Run 1, cells by drive strength:
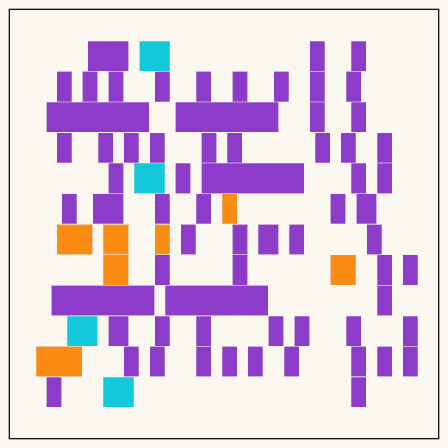
Run 1, cell outlines without signal wires:
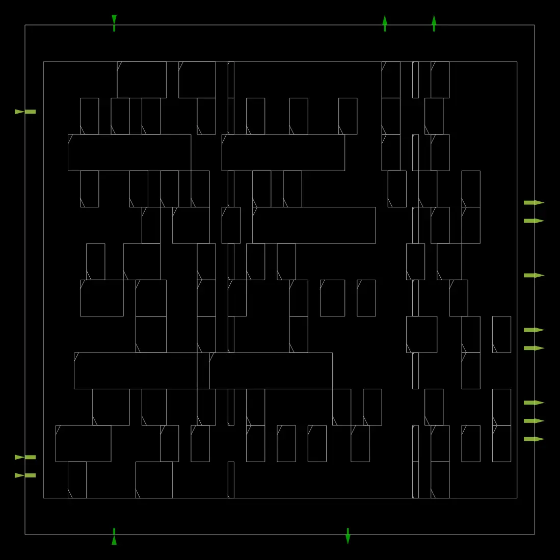
Run 1, cell density map:
The die is cut into 8 by 8 equal tiles; white is low, dark blue is high, 0 to 100% covered.
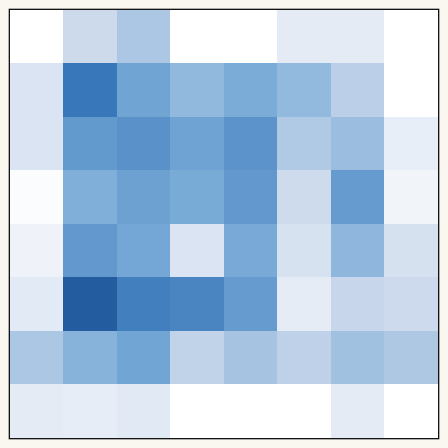
## src/rtl/sn74hc4017_pkg.sv

```systemverilog
// Shared constants for the '4017 decade counter model.
// Holds the ten legal Johnson states, the terminal count, the pin-role map of
// the 16-pin package, and a legality helper used by the self-correction logic.
package sn74hc4017_pkg;

    // Legal Johnson sequence, counts 0..9
    localparam logic [4:0] JS0 = 5'b00000;
    localparam logic [4:0] JS1 = 5'b00001;
    localparam logic [4:0] JS2 = 5'b00011;
    localparam logic [4:0] JS3 = 5'b00111;
    localparam logic [4:0] JS4 = 5'b01111;
    localparam logic [4:0] JS5 = 5'b11111;
    localparam logic [4:0] JS6 = 5'b11110;
    localparam logic [4:0] JS7 = 5'b11100;
    localparam logic [4:0] JS8 = 5'b11000;
    localparam logic [4:0] JS9 = 5'b10000;

    localparam int COUNT_MAX = 9;

    // Pin-role table (package pin numbers)
    localparam int PIN_CP0 = 14;  // clock
    localparam int PIN_MR  = 15;  // master reset
    localparam int PIN_CP1 = 13;  // count enable, active-low
    localparam int PIN_VCC = 16;
    localparam int PIN_GND = 8;
    localparam int PIN_CO  = 12;  // carry out

    // Unknown bits never match a case item, so X state reads as illegal.
    function automatic logic is_legal(input logic [4:0] j);
        case (j)
            JS0, JS1, JS2, JS3, JS4,
            JS5, JS6, JS7, JS8, JS9: is_legal = 1'b1;
            default:                 is_legal = 1'b0;
        endcase
    endfunction

endpackage

```

## src/rtl/sn74hc4017_if.sv

```systemverilog
// Pin bundle for the '4017: count enable, supply pins and the eleven outputs.
// master: board side (drives CP1/VCC/GND, reads outputs)
// slave : the counter device
interface sn74hc4017_if;
    logic P13;  // CP1, count enable, active-low
    logic P16;  // VCC
    logic P8;   // GND
    logic P3;   // Q0
    logic P2;   // Q1
    logic P4;   // Q2
    logic P7;   // Q3
    logic P10;  // Q4
    logic P1;   // Q5
    logic P5;   // Q6
    logic P6;   // Q7
    logic P9;   // Q8
    logic P11;  // Q9
    logic P12;  // CO

    modport master (
        output P13, P16, P8,
        input  P3, P2, P4, P7, P10, P1, P5, P6, P9, P11, P12
    );

    modport slave (
        input  P13, P16, P8,
        output P3, P2, P4, P7, P10, P1, P5, P6, P9, P11, P12
    );
endinterface

```

## src/rtl/sn74hc4017_decode.sv

```systemverilog
// Combinational Johnson-to-decimal decoder.
// Ports: j  - 5-bit Johnson state
//        q  - one-hot count 0..9 (all low for an illegal state)
//        co - carry out, high for counts 0..4
module sn74hc4017_decode
    import sn74hc4017_pkg::*;
(
    input  logic [4:0] j,
    output logic [9:0] q,
    output logic       co
);

    always_comb begin
        q = '0;
        case (j)
            JS0: q[0] = 1'b1;
            JS1: q[1] = 1'b1;
            JS2: q[2] = 1'b1;
            JS3: q[3] = 1'b1;
            JS4: q[4] = 1'b1;
            JS5: q[5] = 1'b1;
            JS6: q[6] = 1'b1;
            JS7: q[7] = 1'b1;
            JS8: q[8] = 1'b1;
            JS9: q[9] = 1'b1;
            default: q = '0;
        endcase
    end

    // J[4] is low for counts 0-4 and high for 5-9: a 50% duty divide-by-10.
    assign co = ~j[4];

endmodule

```

## src/rtl/sn74hc4017.sv

```systemverilog
// '4017 decade counter/divider: 5-stage Johnson counter, ten decoded outputs
// and carry out.
// Ports: P14  - CP0 clock, rising edge
//        P15  - MR, asynchronous active-high reset (forces count 0)
//        pins - CP1 enable, VCC/GND gating, Q0..Q9 and CO
module sn74hc4017
    import sn74hc4017_pkg::*;
(
    input  logic P14,
    input  logic P15,
    sn74hc4017_if.slave pins
);

    logic [4:0] j_q, j_d;
    logic [9:0] q;
    logic       co;
    logic       pwr_ok;

    assign pwr_ok = (pins.P16 === 1'b1) && (pins.P8 === 1'b0);

    always_comb begin
        j_d = j_q;
        if (pwr_ok && (pins.P13 == 1'b0)) begin
            // An illegal (or unknown) pattern at a counting edge recovers to count 0.
            if (is_legal(j_q))
                j_d = {j_q[3:0], ~j_q[4]};
            else
                j_d = JS0;
        end
    end

    // Reset on the async branch wins over a coincident clock edge.
    always_ff @(posedge P14 or posedge P15) begin
        if (P15)
            j_q <= JS0;
        else
            j_q <= j_d;
    end

    sn74hc4017_decode u_decode (
        .j  (j_q),
        .q  (q),
        .co (co)
    );

    assign pins.P3  = q[0];
    assign pins.P2  = q[1];
    assign pins.P4  = q[2];
    assign pins.P7  = q[3];
    assign pins.P10 = q[4];
    assign pins.P1  = q[5];
    assign pins.P5  = q[6];
    assign pins.P6  = q[7];
    assign pins.P9  = q[8];
    assign pins.P11 = q[9];
    assign pins.P12 = co;

endmodule

```

## src/flat_wrapper.sv

```systemverilog
// flat-port wrapper written by rule: the top's interface ports become plain ports
module sn74hc4017_flat import sn74hc4017_pkg::*;
  (P14, P15, pins_P13, pins_P16, pins_P8, pins_P3, pins_P2, pins_P4, pins_P7, pins_P10, pins_P1, pins_P5, pins_P6, pins_P9, pins_P11, pins_P12);
  sn74hc4017_if pins_i ();
  input  logic P14;
  input  logic P15;
  input wire logic [$bits(pins_i.P13)-1:0] pins_P13;
  input wire logic [$bits(pins_i.P16)-1:0] pins_P16;
  input wire logic [$bits(pins_i.P8)-1:0] pins_P8;
  output wire logic [$bits(pins_i.P3)-1:0] pins_P3;
  output wire logic [$bits(pins_i.P2)-1:0] pins_P2;
  output wire logic [$bits(pins_i.P4)-1:0] pins_P4;
  output wire logic [$bits(pins_i.P7)-1:0] pins_P7;
  output wire logic [$bits(pins_i.P10)-1:0] pins_P10;
  output wire logic [$bits(pins_i.P1)-1:0] pins_P1;
  output wire logic [$bits(pins_i.P5)-1:0] pins_P5;
  output wire logic [$bits(pins_i.P6)-1:0] pins_P6;
  output wire logic [$bits(pins_i.P9)-1:0] pins_P9;
  output wire logic [$bits(pins_i.P11)-1:0] pins_P11;
  output wire logic [$bits(pins_i.P12)-1:0] pins_P12;
  assign pins_i.P13 = pins_P13;
  assign pins_i.P16 = pins_P16;
  assign pins_i.P8 = pins_P8;
  assign pins_P3 = pins_i.P3;
  assign pins_P2 = pins_i.P2;
  assign pins_P4 = pins_i.P4;
  assign pins_P7 = pins_i.P7;
  assign pins_P10 = pins_i.P10;
  assign pins_P1 = pins_i.P1;
  assign pins_P5 = pins_i.P5;
  assign pins_P6 = pins_i.P6;
  assign pins_P9 = pins_i.P9;
  assign pins_P11 = pins_i.P11;
  assign pins_P12 = pins_i.P12;
  sn74hc4017 u_core (.P14(P14), .P15(P15), .pins(pins_i));
endmodule
```

## config.mk

```make
export PLATFORM = sky130hd
export DESIGN_NAME = sn74hc4017_flat
export DESIGN_NICKNAME = d
export VERILOG_FILES = /design/src/rtl/sn74hc4017_pkg.sv /design/src/rtl/sn74hc4017_if.sv /design/src/rtl/sn74hc4017_decode.sv /design/src/rtl/sn74hc4017.sv /design/src/flat_wrapper.sv
export SDC_FILE = /design/constraint.sdc
export NUM_CORES = 1
export LEC_CHECK = 0
export ABC_AREA = 1
export CELL_PAD_IN_SITES_DETAIL_PLACEMENT = 1
export CELL_PAD_IN_SITES_GLOBAL_PLACEMENT = 2
export CORE_UTILIZATION = 31
export CTS_BUF_LIST = sky130_fd_sc_hd__clkbuf_2 sky130_fd_sc_hd__clkbuf_4 sky130_fd_sc_hd__clkbuf_8
export DETAILED_ROUTE_END_ITERATION = 7
export DONT_BUFFER_PORTS = 1
export PLACE_DENSITY = 0.79
export SLEW_MARGIN = 20
export SYNTH_ARGS = -nofsm -noshare
export SYNTH_HDL_FRONTEND = slang
export SYNTH_HIERARCHICAL = 1
export SYNTH_SLANG_ARGS = --single-unit
```

## constraint.sdc

```tcl
create_clock -name P14 -period 3 [get_ports P14]
set_clock_uncertainty 0.1 [all_clocks]
set_input_delay 0.45 -clock P14 [delete_from_list [all_inputs] [get_ports P14]]
set_output_delay 0.45 -clock P14 [all_outputs]
set_load 0.01 [all_outputs]
```

==> metrics.yaml, run 1 <==
detailed_routing:
  routedWlPerCell_um: 10.5
  top_layer: "met4"
  wl_met1_um: 445
  avgViaCountPerCell: 4.57
  drc: 0
  met2WireLength_um: 441
  drtPass1Iterations: 2
  dr_wl_met3_um: 46
  postRouteAntennaNets: 0
setup_path:
  cp-start-kind: "flip-flop"
  cp.depth: 3
  endpoint_kind: "primary output"
  crit_family: "flip-flops"
  worst-path-max-fanout: 9
  critical_path.max_stage_delay_ns: 0.48
  cp_data_required_time_ns: 2.45
  path_cells: "nor2_2 -> inv_1 -> nor2_1"
  path_buffers: 1
  cpMaxStageDelayCell: "dfrtp_1"
  ff2ff_setup_slack_ns: 1.77
  reg2reg_to: "u_core/j_q[2]"
  crit_arrival_ns: 1.19
  crit_path_start: "u_core/j_q[1]"
  path_class: "reg -> out"
  r2r_start: "u_core/j_q[3]"
  rr_worst_depth: 8
yosys:
  ys_area_um2: 404
  top_cell: "nand2_1"
  synth_cell_types: 12
  synth-compound-area-share_pct: 5.26
  synthCells: 72
  ys_seq_share_pct: 31.0
  ys_cells: 72
  synth.largest_area_cell: "dfrtp_1"
  common_cells: "nand2_1 (29), nor2_1 (15), inv_1 (12)"
  ys_warn_count: 6
  ys_dominant_reg_cell: "dfrtp_1"
  edf_count: 0
  synth_top_area_share_pct: 31.0
  yosys.area_share.simple_pct: 50.8
  netlist_area_um2: 404
  synth-adder-area-share_pct: 0
  synth_flops: 5
  area_leaders: "dfrtp_1 (31%), nand2_1 (27%), nor2_1 (14%), inv_1 (11%), nand2_2 (3.1%)"
  syn_nets: 77
  topCombFamilyByArea: "simple AND/OR/NAND/NOR gates"
  ys_sh_xor_pct: 0
  ys_async_sr_fraction_pct: 100
  avgSynthCellArea_um2: 5.61
  muxShareOfSynthArea_pct: 0
clock_tree:
  clock-sinks: 5
  postCtsSetupBuffers: 0
  cts_tree: "built"
  h-tree-depth: 1
  numCtsBuffers: 3
  clkLatencyLatePin_ns: 0.25
  clk_path_buf_depth: 2
  cts.clk_slew.worst_paths_ns: 0.05
  cts_resized: 0
  cts_hold_buf: 1
  clock-root-buffer: "clkbuf_4"
final_layout:
  final-clk-cell-share_pct: 6.50
  seq_share_pct: 27.1
  flop_area_um2: 125
  largestRegisters: "u_core/j_q: 5 flops"
  regMostFlops: "u_core/j_q"
  comb_share_pct: 49.1
  buf_share_pct: 2.17
  inv_count: 14
  drive_above_1_share_pct: 14.3
  comb_area_um2: 226
  nFillCells: 166
  fin_area_um2: 462
  largest_cell_class: "combinational gates"
  largest_reg_flops: 5
  logic_gates: 53
  antenna_cells: 0
  final_nets: 83
  nClkBuffers: 4
job:
  maxCapViolCount: 0
  warnings: 26
worst_hold_path:
  min_from: "pins_P16"
  hold_end: "u_core/j_q[0]"
  hold_path_depth: 2
  hold_class: "in -> reg"
global_routing:
  gr-usage-met1_pct: 19.6
  grt_use_met3_pct: 1.74
  grt_use_total_pct: 16.6
  grtUsageMet2_pct: 26.7
  grt_pass1_vias: 408
  antenna_found_initial: 0
  grt_pass1_wl_um: 1610
  gr-total-overflow: 0
  grt_busiest_layer: "met2"
pwr:
  pwr-share-clk_pct: 18.3
  power.density_mw_per_mm2: 1080
  p_seq_share_pct: 33.4
  combPwrFrac_pct: 48.3
  power_leakage_uw: 0.000242
  peakVddDrop_uv: 387
  total_power_uw: 498
  powerComb_uw: 241
  internal_power_uw: 236
  p_seq_uw: 166
  power.group.top: "combinational logic"
  power_switching_uw: 261
  power_clock_uw: 90.8
place:
  place_area_um2: 422
  dp.cells: 86
  portBuffers: 0
  gp_congestion: 0.733
final_timing:
  max_slew.worst_pin.slew_ns: 0.308
  holdWs_ns: 0.404
  finalCritPeriodShare_pct: 57.8
  setup-tns-final_ns: 0
  slew_headroom_pct: 79.5
  setup_viol: 0
  period_needed_ns: 1.74
  drv_slew: 0
  setup_ws_ns: 1.26
  hold_viol: 0
  rsz0062_at_grt: "no"
  timing.fmax_ghz: 0.576
floorplan:
  die_h_um: 38.1
  rows: 12
  ios: 16
  dieWidth_um: 38.1
status:
  status: "complete, no violations"
Back to the opening pictures, 'cells by drive strength':
legend:
  _0 and _1 cells:
    colour: purple
    cells: 66
  _2 cells:
    colour: orange
    cells: 7
  _3 and _4 cells:
    colour: cyan
    cells: 4
area grow syn2layout: 14.2%
Signal buffers: 1

Back to the opening pictures, 'cell outlines without signal wires':
n_taps: 14
Core ar.: 0.00116 mm^2

Back to the opening pictures, 'cell density map':
tiles over 75% full: 1.6%
mean over tiles: 31%
nearly empty tiles: 16%
densest ninth of the die: centre
fullest tile: 82%
Pre-Place Util: 35.0%
post-layout util: 39.9%

Run 1, placed cells, one colour a class:
Bar = 10 um. Fill, decap, tap and diode cells in grey.
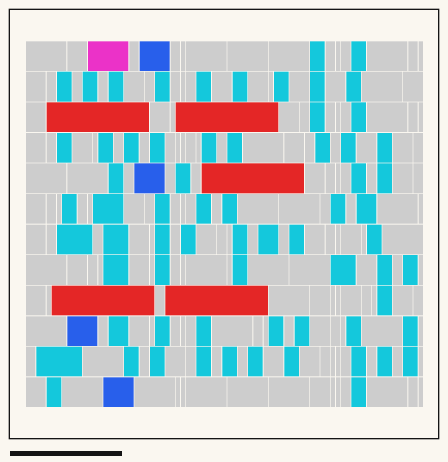

## Run 2: what changed since run 1
--- a/config.mk
+++ b/config.mk
@@ -8,11 +8,11 @@
 export ABC_AREA = 1
 export CELL_PAD_IN_SITES_DETAIL_PLACEMENT = 1
 export CELL_PAD_IN_SITES_GLOBAL_PLACEMENT = 2
-export CORE_UTILIZATION = 31
+export CORE_UTILIZATION = 26
 export CTS_BUF_LIST = sky130_fd_sc_hd__clkbuf_2 sky130_fd_sc_hd__clkbuf_4 sky130_fd_sc_hd__clkbuf_8
 export DETAILED_ROUTE_END_ITERATION = 7
 export DONT_BUFFER_PORTS = 1
-export PLACE_DENSITY = 0.79
+export PLACE_DENSITY = 0.7
 export SLEW_MARGIN = 20
 export SYNTH_ARGS = -nofsm -noshare
 export SYNTH_HDL_FRONTEND = slang
==> constraint.sdc (replaced) <==
create_clock -name P14 -period 1.4 [get_ports P14]
set_clock_uncertainty 0.1 [all_clocks]
set_input_delay 0.21 -clock P14 [delete_from_list [all_inputs] [get_ports P14]]
set_output_delay 0.21 -clock P14 [all_outputs]
set_load 0.01 [all_outputs]
Run 2, placed cells, one colour a class:
Bar = 10 um. Fill, decap, tap and diode cells in grey.
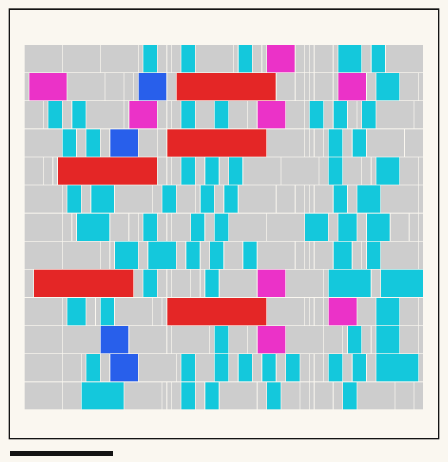
legend:
  remaining buffers and delay cells:
    colour: magenta
    cells: 8
    share_of_their_area: 12%
  combinational and other logic:
    colour: cyan
    cells: 67
    share_of_their_area: 59%
  sequential cells:
    colour: red
    cells: 5
    share_of_their_area: 24%
  clock drivers and dummy loads:
    colour: blue
    cells: 4
    share_of_their_area: 5.5%

Run 2, cells by drive strength:
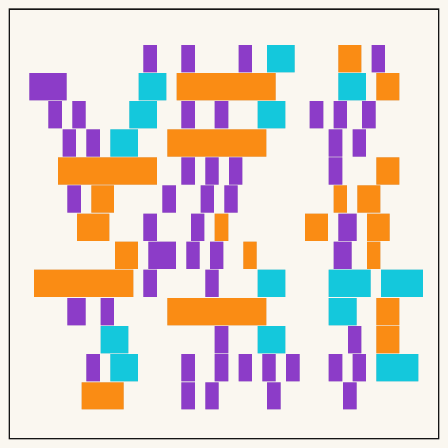
legend:
  _0 and _1 cells:
    colour: purple
    cells: 49
  _2 cells:
    colour: orange
    cells: 21
  _3 and _4 cells:
    colour: cyan
    cells: 14

Run 2, cell outlines without signal wires:
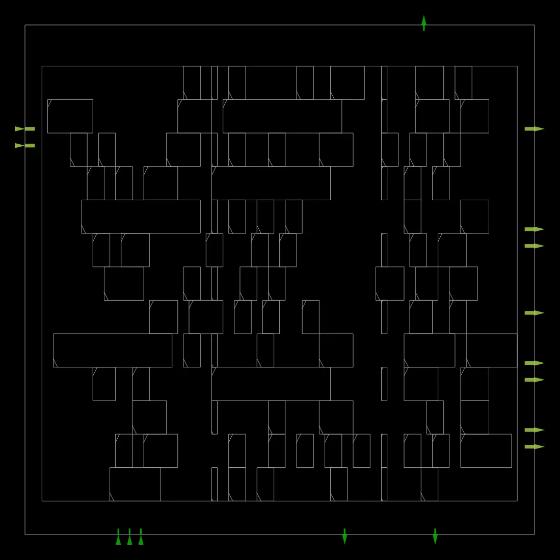
post-layout util: 41.1%
Post-Layout Cell Count: 99
flip-flops: 5

==> metrics.yaml, run 2 <==
final_layout:
  largest_cell_class: "combinational gates"
  fin_area_um2: 562  # +22%
  seq_share_pct: 23.4  # -3.7 points
  final_nets: 90  # +8.4%
  final-clk-cell-share_pct: 5.35  # -1.2 points
  logic_gates: 53  # unchanged
  regMostFlops: "u_core/j_q"
  antenna_cells: 0  # unchanged
  inv_count: 14  # unchanged
final_timing:
  rsz0062_at_grt: "yes"
  finalCritPeriodShare_pct: 97.1
  timing.fmax_ghz: 0.736
  max_slew.worst_pin.slew_ns: 0.233  # -0.0751 ns
  slew_headroom_pct: 84.4  # +4.9 points
  setup_ws_ns: 0.0413  # -1.22 ns
  holdWs_ns: 0.179  # -0.225 ns
  hold_viol: 0  # unchanged
  drv_slew: 0  # unchanged
  setup_viol: 0  # unchanged
  period_needed_ns: 1.36
setup_path:
  endpoint_kind: "primary output"
  rr_worst_depth: 9  # +1
  cp.depth: 3  # unchanged
  reg2reg_to: "u_core/j_q[3]"
  path_cells: "nor2_2 -> nand2_2 -> nor2_2"
  crit_arrival_ns: 1.05  # -0.14 ns
  r2r_start: "u_core/j_q[3]"
  critical_path.max_stage_delay_ns: 0.43  # -0.05 ns
  cp_data_required_time_ns: 1.09  # -1.36 ns
  cp-start-kind: "flip-flop"
  ff2ff_setup_slack_ns: 0.11  # -1.66 ns
  crit_family: "flip-flops"
  crit_path_start: "u_core/j_q[2]"
yosys:
  ys_dominant_reg_cell: "dfrtp_1"
  netlist_area_um2: 404  # unchanged
  ys_warn_count: 6  # unchanged
  synth_top_area_share_pct: 31.0  # unchanged
  ys_area_um2: 404  # unchanged
  synth_cell_types: 12  # unchanged
  avgSynthCellArea_um2: 5.61  # unchanged
  syn_nets: 77  # unchanged
  common_cells: "nand2_1 (29), nor2_1 (15), inv_1 (12)"
  synth-compound-area-share_pct: 5.26  # unchanged
  synth-adder-area-share_pct: 0  # unchanged
  ys_seq_share_pct: 31.0  # unchanged
  ys_sh_xor_pct: 0  # unchanged
  synth.largest_area_cell: "dfrtp_1"
pwr:
  power_leakage_uw: 0.000274  # +13%
  p_seq_uw: 340  # +100%
  pwr-share-clk_pct: 13.9  # -4.4 points
  power.density_mw_per_mm2: 2400  # +120%
  power_switching_uw: 678  # +160%
  powerComb_uw: 819  # +240%
  power_clock_uw: 188  # +110%
  p_seq_share_pct: 25.3  # -8.1 points
floorplan:
  initCoreUtil_pct: 29.6  # -5.4 points
  die_h_um: 41.4  # +8.7%
  rows: 13  # +1
  dieWidth_um: 41.4  # +8.7%
clock_tree:
  cts_resized: 14  # +14
  numCtsBuffers: 3  # unchanged
  h-tree-depth: 1  # unchanged
  clk_path_buf_depth: 2  # unchanged
  cts_tree: "built"
  cts_hold_buf: 1  # unchanged
worst_hold_path:
  hold_end: "u_core/j_q[0]"
  hold_path_depth: 2  # unchanged
  hold_class: "in -> reg"
status:
  status: "complete, no violations"
detailed_routing:
  drc: 0  # unchanged
  wl_met1_um: 439  # -1.3%
  routedWlPerCell_um: 10.5  # +0.80%
place:
  portBuffers: 0  # unchanged
global_routing:
  antenna_found_initial: 0  # unchanged
Run 2, a small window of the routed layout:
Region (21, 21) to (41, 41) um. Cells in grey, sequential cells in the stronger grey; small squares are vias.
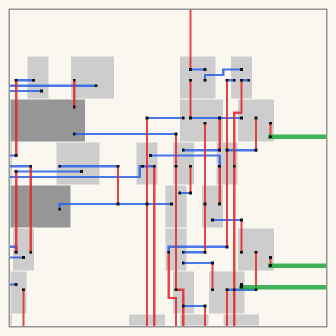

## Run 3: what changed since run 2
--- a/config.mk
+++ b/config.mk
@@ -6,13 +6,16 @@
 export NUM_CORES = 1
 export LEC_CHECK = 0
 export ABC_AREA = 1
-export CELL_PAD_IN_SITES_DETAIL_PLACEMENT = 1
-export CELL_PAD_IN_SITES_GLOBAL_PLACEMENT = 2
-export CORE_UTILIZATION = 26
+export CELL_PAD_IN_SITES_DETAIL_PLACEMENT = 0
+export CELL_PAD_IN_SITES_GLOBAL_PLACEMENT = 1
+export CORE_AREA = 2 2 39 41
 export CTS_BUF_LIST = sky130_fd_sc_hd__clkbuf_2 sky130_fd_sc_hd__clkbuf_4 sky130_fd_sc_hd__clkbuf_8
 export DETAILED_ROUTE_END_ITERATION = 7
+export DIE_AREA = 0 0 41 43
 export DONT_BUFFER_PORTS = 1
-export PLACE_DENSITY = 0.7
+export GPL_ROUTABILITY_DRIVEN = 0
+export PLACE_DENSITY = 0.62
+export RECOVER_POWER = 50
 export SLEW_MARGIN = 20
 export SYNTH_ARGS = -nofsm -noshare
 export SYNTH_HDL_FRONTEND = slang
Run 3, a small window of the routed layout:
Region (21, 22) to (41, 42) um. Cells in grey, sequential cells in the stronger grey; small squares are vias.
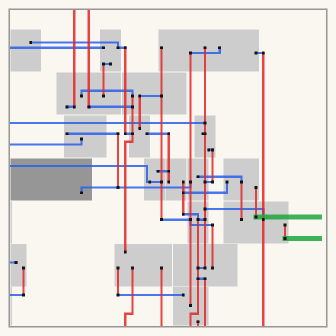
legend:
  metal 2:
    colour: red
  metal 3:
    colour: green
  metal 1:
    colour: blue
most frequent: nand2_1 (6), nor2_4 (4), inv_1 (2)
netlist names of flops here include: u_core/j_q (1)
sequential cells in the window: 1
cells with their middle in the window: 18

Run 3, cells by drive strength:
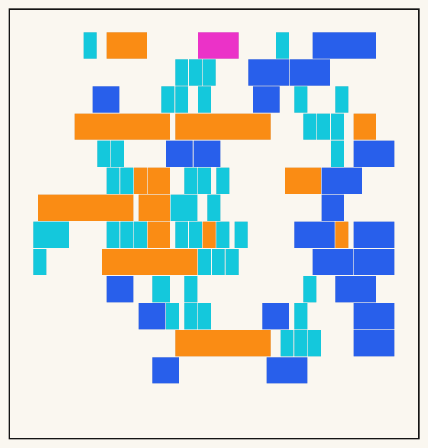
legend:
  _2 cells:
    colour: orange
    cells: 14
  _0 and _1 cells:
    colour: cyan
    cells: 45
  _6 and larger:
    colour: magenta
    cells: 1
  _3 and _4 cells:
    colour: blue
    cells: 22
Signal buffers: 6
post-route cell area: 622 um^2
area grow syn2layout: 53.9%
Setup WS post-layout: 0.0171 ns

==> metrics.yaml, run 3 <==
final_layout:
  final_layout_top_logic_cells: "nand2_1 (28), nor2_4 (11), inv_1 (10), dfrtp_2 (5)"
  inv_count: 14  # unchanged
  largest_cell_class: "combinational gates"
  largestRegisters: "u_core/j_q: 5 flops"
  final-clk-cell-share_pct: 4.83  # -0.52 points
  final_nets: 88  # -2.2%
  nClkBuffers: 4
  post-route-util_pct: 44.9  # +3.8 points
  largest_reg_flops: 5
  regMostFlops: "u_core/j_q"
  comb_area_um2: 334
  logic_gates: 53  # unchanged
  seq_cells: 5  # unchanged
  antenna_cells: 0  # unchanged
setup_path:
  ff2ff_setup_slack_ns: 0.11  # about the same
  reg2reg_to: "u_core/j_q[2]"
  r2r_start: "u_core/j_q[3]"
  endpoint_kind: "primary output"
  cp_data_required_time_ns: 1.09  # about the same
  critical_path.max_stage_delay_ns: 0.45  # +0.02 ns
  path_cells: "inv_4 -> nand3_2 -> nor2_4"
  crit_family: "flip-flops"
  path_buffers: 1
  rr_worst_depth: 9  # unchanged
  cp-start-kind: "flip-flop"
  cp.depth: 3  # unchanged
  crit_arrival_ns: 1.07  # +0.02 ns
  crit_path_start: "u_core/j_q[4]"
clock_tree:
  clock-root-buffer: "clkbuf_4"
  numCtsBuffers: 3  # unchanged
  clk_path_buf_depth: 2  # unchanged
  cts_hold_buf: 1  # unchanged
  cts_tree: "built"
  h-tree-depth: 1  # unchanged
  cts_resized: 24  # +10
  clock-sinks: 5
final_timing:
  timing.fmax_ghz: 0.723  # -1.7%
  period_needed_ns: 1.38  # +0.0242 ns
  rsz0062_at_grt: "yes"
  holdWs_ns: 0.170  # -0.00959 ns
  finalCritPeriodShare_pct: 98.8  # +1.7 points
  drv_slew: 0  # unchanged
  max_slew.worst_pin.slew_ns: 0.213  # -0.0197 ns
  slew_headroom_pct: 85.7  # +1.3 points
  setup_viol: 0  # unchanged
  hold_viol: 0  # unchanged
yosys:
  top_cell: "nand2_1"
  syn_nets: 77  # unchanged
  synth-compound-area-share_pct: 5.26  # unchanged
  avgSynthCellArea_um2: 5.61  # unchanged
  ys_area_um2: 404  # unchanged
  ys_warn_count: 6  # unchanged
  synth_flops: 5
  netlist_area_um2: 404  # unchanged
  ys_dominant_reg_cell: "dfrtp_1"
  common_cells: "nand2_1 (29), nor2_1 (15), inv_1 (12)"
  synth_top_area_share_pct: 31.0  # unchanged
  ys_async_sr_fraction_pct: 100
  synth.largest_area_cell: "dfrtp_1"
  synth-adder-area-share_pct: 0  # unchanged
  ys_sh_xor_pct: 0  # unchanged
  ys_seq_share_pct: 31.0  # unchanged
  synth_cell_types: 12  # unchanged
global_routing:
  gr-total-overflow: 0
  grt_max_degree: 11
  antenna_found_initial: 0  # unchanged
floorplan:
  rows: 14  # +1
  die_h_um: 43  # +3.8%
  initCoreUtil_pct: 29.2  # -0.37 points
  dieWidth_um: 41  # -1.0%
pwr:
  powerComb_uw: 877  # +7.1%
  p_seq_share_pct: 26.2  # +0.9 points
  power_clock_uw: 185  # about the same
  internal_power_uw: 681
  power.density_mw_per_mm2: 2310  # -3.4%
  power_switching_uw: 758  # +12%
  power_leakage_uw: 0.000270  # -1.4%
  pwr-share-clk_pct: 12.9  # -1.0 points
  p_seq_uw: 377  # +11%
detailed_routing:
  met2WireLength_um: 493
  drc: 0  # unchanged
  routedWlPerCell_um: 9.69  # -8.1%
  vias: 437
  wl_met1_um: 407  # -7.3%
  first_iter_violations: 3
status:
  status: "complete, no violations"
worst_hold_path:
  hold_class: "in -> reg"
  hold_path_depth: 2  # unchanged
  hold_end: "u_core/j_q[0]"
place:
  portBuffers: 0  # unchanged
  dp_worst_setup_slack_ns: 0.165
  dp.cells: 88
job:
  maxCapViolCount: 0
Run 3, cell outlines without signal wires:
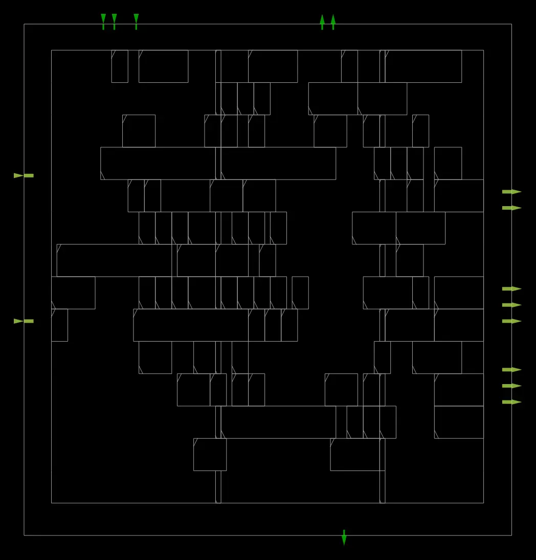
Seq area share: 21.1%
Post-Layout Cell Count: 98
Core ar.: 0.00138 mm^2
n_taps: 16
Layout fillers: 141

Power figures rest on the tool's default switching activity, not on a simulated workload.
